[src/rtl/snake_pkg.sv]
// Shared types and constants for the snake game-progress tracker.
// Includes the level-dependent move-period calculation.
package snake_pkg;

  typedef enum logic [1:0] {
    StIdle  = 2'd0,
    StPlay  = 2'd1,
    StPause = 2'd2,
    StOver  = 2'd3
  } state_e;

  localparam int unsigned PROGRESS_MAX = 19;
  localparam int unsigned SCORE_MAX    = 255;

  // Clamp at min_p before subtracting so the result can never wrap below it.
  function automatic logic [27:0] step_period(input logic [27:0] base,
                                              input logic [27:0] dec_per_lvl,
                                              input logic [27:0] min_p,
                                              input logic [3:0]  level);
    logic [27:0] dec;
    dec = dec_per_lvl * {24'd0, level};
    if (base <= min_p) return min_p;
    if (dec >= base - min_p) return min_p;
    return base - dec;
  endfunction

endpackage

[src/rtl/step_tick_gen.sv]
// Period counter producing a registered one-clock tick every iPERIOD enabled clocks.
// Holding iEN low freezes the count; iCLR restarts it from zero.
module step_tick_gen (
  input  logic        iCLK,
  input  logic        iRST,
  input  logic        iEN,
  input  logic        iCLR,
  input  logic [27:0] iPERIOD,
  output logic        oTICK
);

  logic [27:0] cnt_q;
  logic        tick_q;

  always_ff @(posedge iCLK) begin
    if (iRST || iCLR) begin
      cnt_q  <= '0;
      tick_q <= 1'b0;
    end else if (iEN) begin
      // >= so a shortened period takes effect at once even past the new end point.
      if (cnt_q >= iPERIOD - 28'd1) begin
        cnt_q  <= '0;
        tick_q <= 1'b1;
      end else begin
        cnt_q  <= cnt_q + 28'd1;
        tick_q <= 1'b0;
      end
    end else begin
      tick_q <= 1'b0;
    end
  end

  assign oTICK = tick_q;

endmodule

[src/rtl/snake_progress_tracker.sv]
// Game-progress stage: game-state FSM, LED bar position, level, score and move tick.
// Events are rising edges of level inputs; all outputs are registered.
module snake_progress_tracker
  import snake_pkg::*;
#(
  parameter int unsigned BASE_PERIOD = 12_500_000,
  parameter int unsigned PERIOD_STEP = 1_000_000,
  parameter int unsigned MIN_PERIOD  = 2_500_000,
  parameter int unsigned MAX_LEVEL   = 9,
  parameter int unsigned ATTRACT_DIV = 5_000_000,
  parameter int unsigned OVER_HOLD   = 250_000_000
) (
  input  logic       iCLK,
  input  logic       iRST,
  input  logic       iEAT,
  input  logic       iCRASH,
  input  logic       iSTART,
  input  logic       iPAUSE,
  output logic [4:0] oOUTGO,
  output logic       oHAND,
  output logic [3:0] oLEVEL,
  output logic [7:0] oSCORE,
  output logic       oSTEP
);

  localparam logic [4:0]  PosMax   = 5'(PROGRESS_MAX);
  localparam logic [7:0]  ScoreMax = 8'(SCORE_MAX);
  localparam logic [3:0]  LvlMax   = 4'(MAX_LEVEL);
  localparam logic [27:0] AttLast  = 28'(ATTRACT_DIV - 1);
  localparam logic [27:0] HoldLast = 28'(OVER_HOLD - 1);

  state_e      state_q;
  logic        eat_q, crash_q, start_q, pause_q;
  logic [4:0]  outgo_q;
  logic [3:0]  level_q;
  logic [7:0]  score_q;
  logic        hand_q;
  logic        sweep_up_q;
  logic [27:0] att_q;
  logic [27:0] hold_q;

  logic        eat_rise, crash_rise, start_rise, pause_rise;
  logic        new_game, step_en, step_tick;
  logic [27:0] period;

  assign eat_rise   = iEAT & ~eat_q;
  assign crash_rise = iCRASH & ~crash_q;
  assign start_rise = iSTART & ~start_q;
  assign pause_rise = iPAUSE & ~pause_q;

  assign new_game = start_rise & ((state_q == StIdle) | (state_q == StOver));
  // Only count clocks that stay in PLAY, so no tick escapes into PAUSE or OVER.
  assign step_en  = (state_q == StPlay) & ~crash_rise & ~pause_rise;
  assign period   = step_period(28'(BASE_PERIOD), 28'(PERIOD_STEP), 28'(MIN_PERIOD), level_q);

  always_ff @(posedge iCLK) begin
    if (iRST) begin
      state_q    <= StIdle;
      eat_q      <= 1'b0;
      crash_q    <= 1'b0;
      start_q    <= 1'b0;
      pause_q    <= 1'b0;
      outgo_q    <= '0;
      level_q    <= '0;
      score_q    <= '0;
      hand_q     <= 1'b0;
      sweep_up_q <= 1'b1;
      att_q      <= '0;
      hold_q     <= '0;
    end else begin
      eat_q   <= iEAT;
      crash_q <= iCRASH;
      start_q <= iSTART;
      pause_q <= iPAUSE;
      if (new_game) begin
        state_q <= StPlay;
        outgo_q <= '0;
        level_q <= '0;
        score_q <= '0;
        hand_q  <= 1'b0;
      end else begin
        unique case (state_q)
          StIdle: begin
            if (att_q == AttLast) begin
              att_q <= '0;
              if (sweep_up_q) begin
                if (outgo_q == PosMax) begin
                  outgo_q    <= PosMax - 5'd1;
                  sweep_up_q <= 1'b0;
                end else begin
                  outgo_q <= outgo_q + 5'd1;
                end
              end else if (outgo_q == 5'd0) begin
                outgo_q    <= 5'd1;
                sweep_up_q <= 1'b1;
              end else begin
                outgo_q <= outgo_q - 5'd1;
              end
            end else begin
              att_q <= att_q + 28'd1;
            end
          end
          StPlay: begin
            if (crash_rise) begin
              state_q <= StOver;
              hand_q  <= 1'b1;
              hold_q  <= '0;
            end else begin
              if (eat_rise) begin
                if (score_q != ScoreMax) score_q <= score_q + 8'd1;
                if (outgo_q == PosMax) begin
                  outgo_q <= '0;
                  if (level_q != LvlMax) level_q <= level_q + 4'd1;
                end else begin
                  outgo_q <= outgo_q + 5'd1;
                end
              end
              if (pause_rise) begin
                state_q <= StPause;
                hand_q  <= 1'b1;
              end
            end
          end
          StPause: begin
            if (pause_rise) begin
              state_q <= StPlay;
              hand_q  <= 1'b0;
            end
          end
          StOver: begin
            if (hold_q == HoldLast) begin
              state_q    <= StIdle;
              hand_q     <= 1'b0;
              att_q      <= '0;
              sweep_up_q <= 1'b1;
            end else begin
              hold_q <= hold_q + 28'd1;
            end
          end
          default: state_q <= StIdle;
        endcase
      end
    end
  end

  step_tick_gen u_step_tick_gen (
    .iCLK   (iCLK),
    .iRST   (iRST),
    .iEN    (step_en),
    .iCLR   (new_game),
    .iPERIOD(period),
    .oTICK  (step_tick)
  );

  assign oOUTGO = outgo_q;
  assign oHAND  = hand_q;
  assign oLEVEL = level_q;
  assign oSCORE = score_q;
  assign oSTEP  = step_tick;

endmodule

[config.mk]
export PLATFORM = sky130hd
export DESIGN_NAME = snake_progress_tracker
export DESIGN_NICKNAME = d
export VERILOG_FILES = /design/src/rtl/snake_pkg.sv /design/src/rtl/step_tick_gen.sv /design/src/rtl/snake_progress_tracker.sv
export SDC_FILE = /design/constraint.sdc
export NUM_CORES = 1
export LEC_CHECK = 0
export CAP_MARGIN = 0
export CORE_UTILIZATION = 56
export CTS_CLUSTER_DIAMETER = 80
export CTS_CLUSTER_SIZE = 12
export DETAILED_ROUTE_END_ITERATION = 12
export GPL_ROUTABILITY_DRIVEN = 0
export HOLD_SLACK_MARGIN = 0.1
export MAX_ROUTING_LAYER = met4
export PLACE_DENSITY = 0.77
export SLEW_MARGIN = 20
export SYNTH_ARGS = -nofsm -noshare
export SYNTH_HDL_FRONTEND = slang
export SYNTH_SLANG_ARGS = --single-unit
[constraint.sdc]
create_clock -name iCLK -period 5.6 [get_ports iCLK]
set_input_delay 0.56 -clock iCLK [delete_from_list [all_inputs] [get_ports iCLK]]
set_output_delay 0.56 -clock iCLK [all_outputs]
set_load 0.05 [all_outputs]
==> results.yml <==
# physical design summary
run_status:
  outcome: "finished, final reports clean"
synth:
  adder_share: 0.116
  synthArstFlopShare: 0
  synth-edff-count: 0
  synth_seq_share: 0.316
  ff_type: "dfxtp_1"
  topCombFamilyByArea: "simple AND/OR/NAND/NOR gates"
  syn_inst: 853
  xor_share: 0.0938
  ys.warnings.count: 0
  yosysTopAreaCell: "dfxtp_1"
  yosysTopAreaCellShare: 0.316
  ys_sh_mux: 0.0103
  synth.area.top_cells: "dfxtp_1 32%, ha_1 10%, xor2_1 5.7%"
  top_cells_by_count: "109 x dfxtp_1, 95 x nor2_1, 77 x nand2_1"
  ys_sh_simple: 0.273
  syn_area_um2: 6910
  synth_flop_count: 109
  synth_chip_area_um2: 6910
  ys_cells: 853
  synth_area_per_cell_um2: 8.10
  ys_sh_aoi: 0.158
critical_path:
  r2r_cells: 18
  cp-startpoint: "oLEVEL[1]$_SDFFE_PP0P_"
  cpLargestDelayFamily: "adder cells"
  timing.rr.start: "oLEVEL[1]$_SDFFE_PP0P_"
  slowest_delay_ns: 0.60
  arrival_ns: 5.46
  critPathCaptureType: "flip-flop"
cells_and_area:
  comb_cells: 687
  flops: 109
  combGateArea_um2: 4520
  largestClassByArea: "logic gates"
  seq-cell-share: 0.288
  drive_above_1_share: 0.0355
  clkbuf_count: 11
  layout.nonclk_buf_frac: 0.0377
  inverters: 33
  comb_area_frac: 0.597
  synthToLayoutAreaGrowth_pct: 9.59
  n_all_buffers: 30
  flop_area_um2: 2180
power_and_ir_drop:
  p_comb_frac: 0.253
  power_density_nw_per_um2: 254
  p_sw_uw: 665
  seqPwrFrac: 0.432
  internal-power_uw: 1260
  switching_share: 0.346
  p_leak_uw: 0.00282
die:
  die.size.x_um: 113
  rows: 40
  die_h_um: 113
  coreArea_um2: 12000
  fp_util: 0.576
  io_pins: 25
  chipArea_um2: 12800
final_timing:
  max_clock_freq_ghz: 0.193
  tightestPinTransition_ns: 1.04
  maxSlewHeadroom: 0.302
  setup_viol: 0
  period_used_share: 0.924
  rsz0062_at_grt: "no"
  postLayoutSetupSlackWorst_ns: 0.424
  setup-tns-final_ns: 0
placement:
  post-dp-hpwl_mm: 11.6
  post-place-ws_ns: 0.299
  place_area_um2: 7300
drt:
  dr.pass1.iters: 6
  routed_via_density: 6.07
  drtAntennaViolNets: 0
clock_network:
  cts_sinks: 109
  numCtsBuffers: 9
  hold_buffers: 0
  path_clk_slew_ns: 0.07
  cts-root-buf: "clkbuf_16"
  htreeDepth: 3
  cts_max_path_buffers: 2
global_routing:
  antenna_found_initial: 0
  grt_pass1_wl_mm: 26.8
min_path:
  hold_class: "flip-flop to flip-flop"
flip-flops by register name (all words and copies together) (netlist names):
register               cells
att_q                     28
hold_q                    28
u_step_tick_gen.cnt_q     28
oSCORE                     8
oOUTGO                     5
oLEVEL                     4
state_q                    2
crash_q                    1
eat_q                      1
pause_q                    1
start_q                    1
sweep_up_q                 1
u_step_tick_gen.oTICK      1
final timing paths:
path / endpoint / slack [ns]
worst max register to register: u_step_tick_gen.cnt_q[26]$_SDFFE_PP0P_ / 0.42
worst min-delay path: att_q[27]$_SDFFE_PP0P_ / 0.48
worst min register to register: att_q[27]$_SDFFE_PP0P_ / 0.48
worst max-delay path: u_step_tick_gen.cnt_q[26]$_SDFFE_PP0P_ / 0.42
routing by layer:
layer | up-vias | track usage | part of all wire
li1 | 3105 | - | -
met1 | 2925 | 0.306 | 0.44
met2 | 130 | 0.455 | 0.49
met3 | 33 | 0.0552 | 0.040
met4 | 0 | 0.0991 | 0.021
met5 | - | - | 0
through the flow:
step | cells | hold slack (ns) | power [uW]
3_5_place_dp | 1006 | 0.459 | 1330
2_1_floorplan | 856 | 0.437 | 1200
3_3_place_gp | 1006 | 0.453 | 1310
6_report | 1021 | 0.480 | 1920
5_1_grt | 1021 | 0.514 | 2010
4_1_cts | 1021 | 0.476 | 1930
power by group through the flow:
stage / clock network [uW] / logic (uW) / registers [uW]
2_1_floorplan: 0 / 325 / 876
4_1_cts: 614 / 482 / 830
3_3_place_gp: 0 / 464 / 846
6_report: 605 / 487 / 831
3_5_place_dp: 0 / 478 / 849
5_1_grt: 648 / 532 / 834
The metal 4 layer:
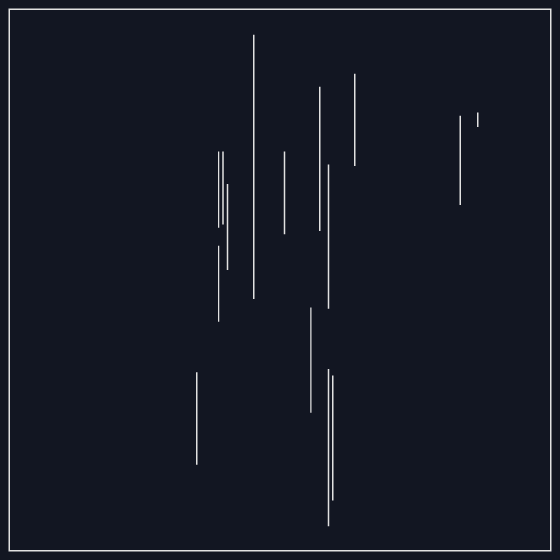
nets with wire on the layer: 12
wire length on this layer: 335 um

Routing congestion:
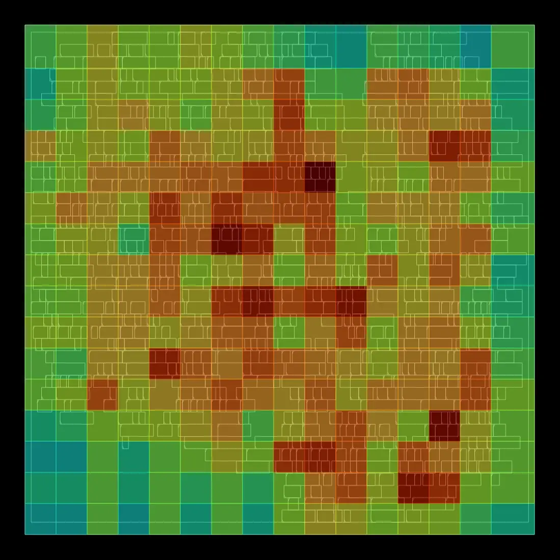
wire length per cell: 15.5 um
Tot GR Track Use: 0.266
post-layout util: 0.631
M1 GR Usage: 0.306

M1 wires:
The bar under the picture is 20 um long.
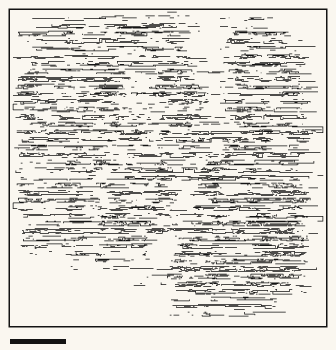
wire length on this layer: 7040 um
nets with wire on the layer: 875
longest straight run: 25.3 um
main direction: horizontal
share of all routed wire: 44%

Signal wires on met3:
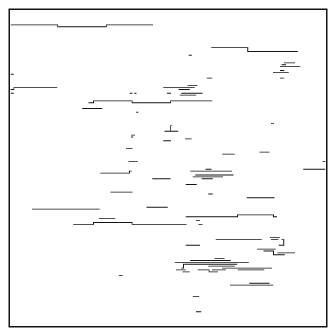
wire length on this layer: 641 um
longest straight run: 26.2 um
main direction: horizontal
nets with wire on the layer: 57
share of all routed wire: 4.0%
Vias: 6193
met3 Use GR: 0.0552
final wirelength: 15.9 mm

No activity file was given, so power comes from the tool's default toggle rates.
